power_grid.png
Scale bar: 50 um. Pins as bars on the die edge. Tap cells in gray.
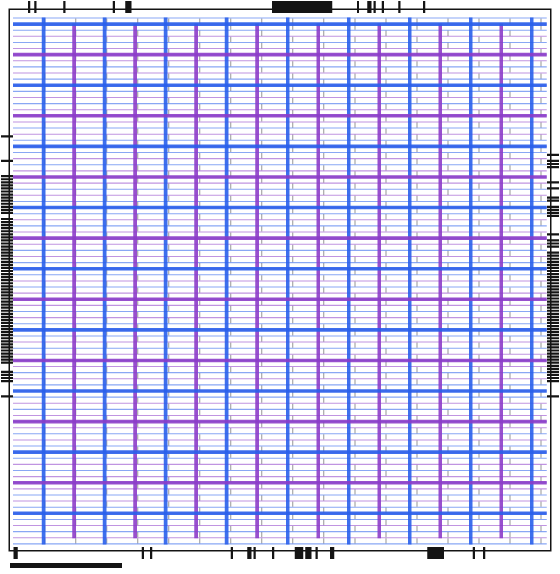
placement_by_type.png
Scale bar: 50 um.
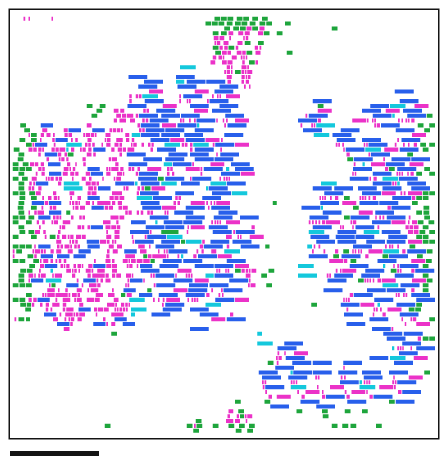
clk_routes.png
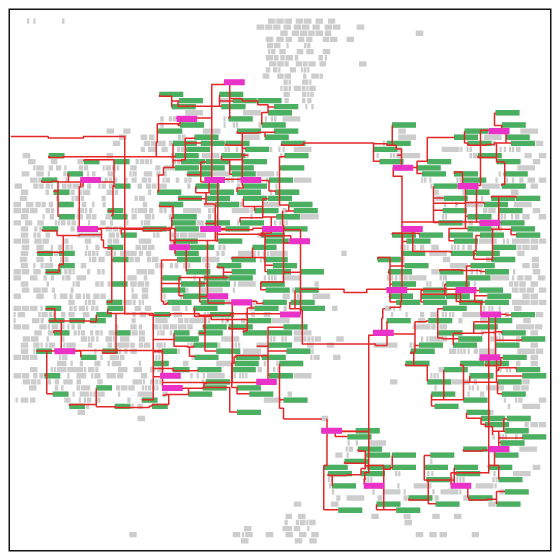
wires.png
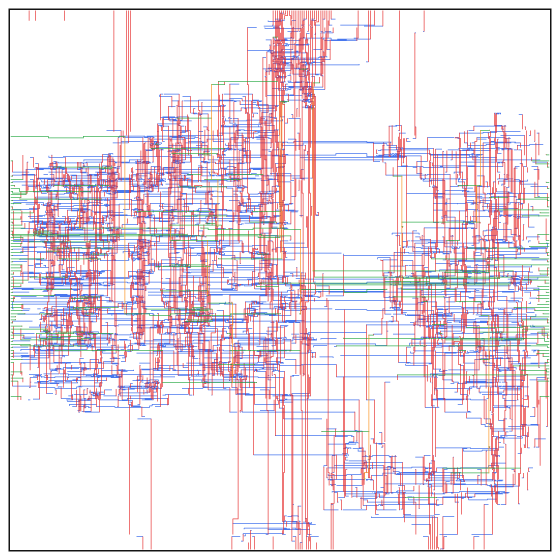
congestion.png
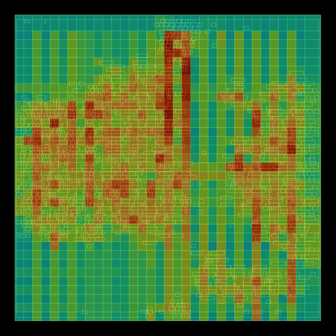
## config.mk

```make
export PLATFORM = sky130hd
export DESIGN_NAME = fetch_unit
export DESIGN_NICKNAME = d
export VERILOG_FILES = /design/src/rtl/cpu_pkg.sv /design/src/rtl/fetch_fifo.sv /design/src/rtl/fetch_unit.sv
export SDC_FILE = /design/constraint.sdc
export NUM_CORES = 1
export LEC_CHECK = 0
export CORE_UTILIZATION = 25
export DETAILED_ROUTE_END_ITERATION = 10
export SLEW_MARGIN = 20
export SYNTH_ARGS = -nofsm -noshare
export SYNTH_HDL_FRONTEND = slang
export SYNTH_SLANG_ARGS = --single-unit
```

## constraint.sdc

```tcl
create_clock -name clk -period 15.1 [get_ports clk]
set_input_delay 3.775 -clock clk [delete_from_list [all_inputs] [get_ports clk]]
set_output_delay 3.775 -clock clk [all_outputs]
set_load 0.02 [all_outputs]
```

## src/rtl/cpu_pkg.sv

```systemverilog
// Types and constants shared by the fetch stage and the control unit.
package cpu_pkg;

  localparam int unsigned XLEN = 32;
  localparam logic [XLEN-1:0] NOP = 32'h0000_0013;

  typedef enum logic [6:0] {
    OpLui    = 7'b0110111,
    OpAuipc  = 7'b0010111,
    OpJal    = 7'b1101111,
    OpJalr   = 7'b1100111,
    OpBranch = 7'b1100011,
    OpLoad   = 7'b0000011,
    OpStore  = 7'b0100011,
    OpImm    = 7'b0010011,
    OpReg    = 7'b0110011
  } opcode_e;

  typedef struct packed {
    logic [XLEN-1:0] instr;
    logic [XLEN-1:0] pc;
  } fetch_entry_t;

endpackage

```

## src/rtl/fetch_fifo.sv

```systemverilog
// Synchronous FIFO with push/pop and a flush that overrides push.
module fetch_fifo #(
  parameter int unsigned WIDTH = 64,
  parameter int unsigned DEPTH = 4
) (
  input  logic                         clk,
  input  logic                         rst,
  input  logic                         push,
  input  logic [WIDTH-1:0]             push_data,
  input  logic                         pop,
  input  logic                         flush,
  output logic [WIDTH-1:0]             head,
  output logic                         full,
  output logic                         empty,
  output logic [$clog2(DEPTH+1)-1:0]   count
);

  localparam int unsigned AW = $clog2(DEPTH);
  localparam int unsigned CW = $clog2(DEPTH+1);

  logic [WIDTH-1:0] mem_q [DEPTH];
  logic [AW-1:0]    wr_q, rd_q;
  logic [CW-1:0]    cnt_q;
  logic             do_push, do_pop;

  always_comb begin
    full    = (cnt_q == CW'(DEPTH));
    empty   = (cnt_q == '0);
    count   = cnt_q;
    head    = mem_q[rd_q];
    do_pop  = pop && !empty;
    do_push = push && !full;
  end

  always_ff @(posedge clk) begin
    if (rst) begin
      wr_q  <= '0;
      rd_q  <= '0;
      cnt_q <= '0;
      for (int i = 0; i < DEPTH; i++) begin
        mem_q[i] <= '0;
      end
    end else if (flush) begin
      wr_q  <= '0;
      rd_q  <= '0;
      cnt_q <= '0;
    end else begin
      if (do_push) begin
        mem_q[wr_q] <= push_data;
        wr_q        <= wr_q + 1'b1;
      end
      if (do_pop) begin
        rd_q <= rd_q + 1'b1;
      end
      case ({do_push, do_pop})
        2'b10:   cnt_q <= cnt_q + 1'b1;
        2'b01:   cnt_q <= cnt_q - 1'b1;
        default: cnt_q <= cnt_q;
      endcase
    end
  end

endmodule

```

## src/rtl/fetch_unit.sv

```systemverilog
// Instruction fetch: PC, credit-limited imem requests, response queue, redirect flush.
module fetch_unit
  import cpu_pkg::*;
#(
  parameter logic [31:0] RESET_PC = 32'h0000_0000,
  parameter int unsigned DEPTH    = 4
) (
  input  logic        clk,
  input  logic        rst,
  output logic        imem_req_valid,
  input  logic        imem_req_ready,
  output logic [31:0] imem_req_addr,
  input  logic        imem_rsp_valid,
  input  logic [31:0] imem_rsp_data,
  output logic        instr_valid,
  input  logic        instr_ready,
  output logic [31:0] instr,
  output logic [31:0] instr_pc,
  output logic [31:0] instr_pc_plus4,
  input  logic        redirect,
  input  logic [31:0] redirect_pc
);

  localparam int unsigned CW = $clog2(DEPTH+1);

  logic [XLEN-1:0] fetch_pc_q;
  logic [CW-1:0]   outstanding_q;
  logic [CW-1:0]   drop_q;
  logic [CW-1:0]   q_count;
  logic [CW:0]     in_use;
  logic            q_full, q_empty, q_push, q_pop;
  logic            req_fire;
  logic [XLEN-1:0] rsp_pc;
  fetch_entry_t    push_entry, head_entry;

  always_comb begin
    in_use         = {1'b0, outstanding_q} + {1'b0, q_count};
    imem_req_valid = !rst && !redirect && (in_use < (CW+1)'(DEPTH));
    imem_req_addr  = fetch_pc_q;
    req_fire       = imem_req_valid && imem_req_ready;
    // Once draining is done every outstanding request is sequential from the
    // current stream, so the oldest one sits outstanding words behind fetch_pc.
    rsp_pc           = fetch_pc_q - XLEN'({outstanding_q, 2'b00});
    q_push           = imem_rsp_valid && (drop_q == '0) && !redirect;
    push_entry.instr = imem_rsp_data;
    push_entry.pc    = rsp_pc;
    instr_valid      = !q_empty && !redirect;
    q_pop            = instr_valid && instr_ready;
    instr            = head_entry.instr;
    instr_pc         = head_entry.pc;
    instr_pc_plus4   = head_entry.pc + 32'd4;
  end

  always_ff @(posedge clk) begin
    if (rst) begin
      fetch_pc_q    <= RESET_PC;
      outstanding_q <= '0;
      drop_q        <= '0;
    end else if (redirect) begin
      fetch_pc_q    <= redirect_pc & ~XLEN'(3);
      outstanding_q <= outstanding_q - CW'(imem_rsp_valid);
      drop_q        <= outstanding_q - CW'(imem_rsp_valid);
    end else begin
      if (req_fire) begin
        fetch_pc_q <= fetch_pc_q + 32'd4;
      end
      outstanding_q <= outstanding_q + CW'(req_fire) - CW'(imem_rsp_valid);
      if (imem_rsp_valid && (drop_q != '0)) begin
        drop_q <= drop_q - 1'b1;
      end
    end
  end

  fetch_fifo #(
    .WIDTH ($bits(fetch_entry_t)),
    .DEPTH (DEPTH)
  ) u_queue (
    .clk       (clk),
    .rst       (rst),
    .push      (q_push),
    .push_data (push_entry),
    .pop       (q_pop),
    .flush     (redirect),
    .head      (head_entry),
    .full      (q_full),
    .empty     (q_empty),
    .count     (q_count)
  );

  // The credit rule makes overflow impossible; firing here means it was broken.
  assert property (@(posedge clk) disable iff (rst) !(q_push && q_full));

endmodule
```

==> notes.org <==
* Implementation run

** Run status
- Run status :: finished, final reports clean

** STA
- Of the available clock period, the critical path in the final layout requires 0.611.
- Maximum operating frequency :: ~0.11 GHz
- In the final timing run, aggregate negative setup slack is 0 ns.
- Setup repair after global routing missed its margin :: false
- Final Hold Violating Endpoints :: 0
- The pin closest to its max-slew limit shows a slew of approximately 1.1 ns.
- Counting pins that exceed their max-slew limit in the final report gives 0.
- Measured against its own limit, the worst slew margin works out to 0.299.
- The final timing report gives a worst setup slack of 5.88 ns.
- The most critical hold endpoint after final layout shows a slack of about 0.55 ns.
- Final critical path time including I/O delays and setup :: 9.22 ns
- Final setup fails :: 0

** Power
- Worst voltage drop across the vdd grid :: between 80 and 90 uV
- Power comes to roughly 2 mW.
- Of the total power, registers draw 0.476.
- The script computed the net switching share of total power as 0.256.
- Leakage component of the power :: 6.08 nW
- Power density of the placed cells :: 111 nW/um^2
- Combinational power share :: 0.133
- Switch Pwr :: about 510 uW
- The internal power of the cells totals about 1.5 mW.

** Critical path
- The signal on the critical path passes through clkdlybuf4s50_1 > buf_4 > nor3_1 > and2_1 > clkdlybuf4s50_1.
- The cell that appears most often on the critical path is clkdlybuf4s50_1.
- According to the timing report, the critical path is launched from redirect.
- The worst setup path is captured at a primary output.
- Beginning of the worst register-to-register path :: drop_q[0]
- The report shows a maximum critical-path fanout of 38.
- The longest incremental delay of any stage on the critical path is reported as ~0.61 ns.
- Path length in cells of the critical path :: 5
- Counting cells, the worst reg-to-reg path comes to 10.
- Worst path slowest cell :: clkdlybuf4s50_1
- Crit path buffers/inverters :: 3
- Worst R2R End :: u_queue.mem_q[1][43]
- The worst setup path is launched from an input port.
- STA puts the critical path data arrival time at 5.45 ns.
- The worst register-to-register path has a setup slack of about 11 ns.
- For reference, the critical path is captured by imem_req_valid.
- Looking at the setup timing report, the critical path kind is in -> out.
- Per STA, the worst path accumulates the most delay in the family buffers and inverters.
- For the worst setup path, the data required time is approximately 11 ns.

** Cells and area
- Per the layout report, the design carries roughly 5600 filler cells.
- Combined flip-flop and latch cell area :: ~8400 um^2
- By instance count after routing, the leading logic cell type is edfxtp_1.
- The layout summary lists the proportion of cells stronger than drive strength 1 as 0.114.
- The final antenna diode tally reported by the flow is 0.
- Layout overhead on the synthesized area :: 26.1%
- Max FFs per register :: 248
- Count of nets after finishing :: 1417
- Count of non-filler cells in the finished layout :: 2103
- In the layout the commonest cells are edfxtp_1 (248), clkdlybuf4s50_1 (191), nor2_1 (182), nand2_1 (82), mux4_2 (62).
- Area taken by multi-input logic gates :: around 5300 um^2

** Logic synthesis
- Per the Yosys statistics, synthesis produced about 1200 cells.
- Syn_area_per_cell :: roughly 12 um^2
- In the post-synthesis netlist, the biggest area contributors are edfxtp_1 (53%), mux4_2 (9.8%), dfxtp_1 (6.4%), nor2_1 (4.9%), xnor2_1 (2.5%).
- Simple Share, Synth :: 0.158
- Cell type with the largest total area after synthesis :: edfxtp_1
- For this run, the number of Yosys warnings is 0.
- Of the post-synthesis cell area, the dominant cell type holds 0.525.
- Total cell area reported by yosys after synthesis :: 14200 um^2
- The most used flip-flop cell after synthesis is edfxtp_1.
- Summing all multiplexer cells gives an area fraction of 0.0999.
- Top cells by count :: edfxtp_1 (248), nor2_1 (184), nand2_1 (87), mux4_2 (62), a21oi_1 (61)
- Sorting the synthesis cell report by count puts at the top edfxtp_1.
- The mapped netlist covers approximately 14000 um^2.
- Per the synthesis report, the adder-cell share of the synthesized area is 0.0166.
- For this run, the register share of the synthesized area comes to 0.589.
- The synthesized netlist contains ~60 unique library cells.
- Synthesized-area fraction occupied by ao, oa, aoi and oai cells :: 0.0565
- Per the synth stats, the proportion of register bits with asynchronous set or reset is 0.
- Of the total synthesized cell area, the portion taken by XOR and XNOR cells is 0.0377.
- EDFF count, synth :: between 200 and 250

** Route
- 1st-pass router iterations :: 5
- After detailed routing, the met3 layer carries approximately 3.2 mm of wire.
- In the per-layer breakdown of the detailed-route log, met1 shows 16.9 mm.
- Antenna viol nets, final :: 0
- Remaining routing DRC violations :: 0
- Met2 wirelength from detailed routing :: 18.9 mm
- Via-to-Cell Ratio :: between 4 and 5
- Once iteration 0 of detailed routing completed, the report listed between 700 and 800 DRC markers.

** Global route
- The first global-routing pass estimated ~60 mm of wire.
- Number of antenna violations at the first check in global routing :: 1
- For met1 alone, demand over resource in global routing was 0.181.
- On met3, the global router reports a usage of 0.0304.
- Grt met2 use :: 0.228
- Total global routing overflow :: 0
- Via count of the first global-routing pass :: 9925
- Maximum number of pins on one net before global-route repair :: 63
- GRT Util Overall :: 0.137

** Hold path
- In the hold timing report, the worst path depth is 2.
- Launch point of the worst hold path :: u_queue.count[2]
- Capture endpoint of the worst hold path :: u_queue.count[2]
- Classification of the worst-slack hold path :: reg -> reg

** Floorplanning
- Die Footprint :: around 58000 um^2
- Top Ports :: about 200

** Clock network
- Cells resized by post-CTS repair :: 0
- In this run the post-CTS setup repair buffer count came out at 0.
- TritonCTS built the clock tree.
- Cts bufs inserted :: 31
- Clock transition at path regs :: ~0.070 ns
- Clock root buffer master :: clkbuf_16
- CTS Hold Bufs :: 0
- H-Tree Depth :: 1
- Clock Tree Buf Depth :: 3
- Clk sinks :: 293

** Placement
- Post-placement setup slack :: slightly below 6 ns
- RePlAce Congestion :: approximately 0.79
- Final HPWL DP :: between 20 and 30 mm
- Post-Place Cells :: ~2000
- Number of buffers inserted by port buffering :: approximately 190
- Placed Area :: about 17000 um^2

** Job
- The run reported a max-capacitance violation count of 0.
- Warnings raised by the tools during the run amount to 29.
Notes on power_grid.png above:
Key: VDD = purple; VSS = blue
17 straps on met4. 17 straps on met5. The core has 86 rows. 87 met1 rails follow the rows.
die extent in y: 240 um
Die X-Extent: 240 um

Notes on placement_by_type.png above:
Key: clock drivers and dummy loads = cyan [cells 58]; other buffers and delay cells = green [cells 204]; combinational and other logic = magenta [cells 800]; flops = blue [cells 293]
register fraction of the total cell area: 0.467
utilization after layout: 0.322
standard-cell row count: 86
core area: 55500 um^2
final non-filler cell area: 17900 um^2

Notes on clk_routes.png above:
Key: clock wires = red [length 4080 um]; clock drivers = magenta [count 31]; flip-flops = green [count 293]
There are 32 routed clock nets.
clock network power: 773 uW
insertion delay to the later sink of the worst-skew pair: 0.58 ns
clk_skew: 0.0219 ns
Clk network pwr share: 0.391

Notes on wires.png above:
Key: metal 3 = green [wire length 3230 um]; metal 1 = blue [wire length 16900 um]; metal 4 = orange [wire length 703 um]; metal 2 = red [wire length 18900 um]
total number of vias: 9886
post-detailed-routing wire length: 39.8 mm

Notes on congestion.png above:
final routed wire length divided by cell count: 18.9 um
busiest layer in global routing: met2

-- final cells by class --
| cell class | instances | area share |
|---|---|---|
| sequential | 293 | 0.467 |
| multi-input combinational | 739 | 0.297 |
| timing repair buffer | 204 | 0.113 |
| tap | 748 | 0.0523 |
| clock buffer | 40 | 0.0475 |
| inverter | 61 | 0.0128 |
| clock inverter | 18 | 0.00965 |
-- power by group through the flow --
stage | logic [mW] | registers, mW | clock network [mW]
4_1_cts | 0.265 | 0.941 | 0.793
5_1_grt | 0.286 | 0.945 | 0.821
2_1_floorplan | 0.153 | 0.953 | 0
6_report | 0.264 | 0.941 | 0.773
3_3_place_gp | 0.262 | 0.955 | 0
3_5_place_dp | 0.264 | 0.958 | 0
-- tightest hold or removal path: stages (launching register included) --
cell     delay [ns]
dfxtp_1        0.35
o21ai_0        0.09
a21oi_1        0.06
Power and IR drop assume default switching activity.
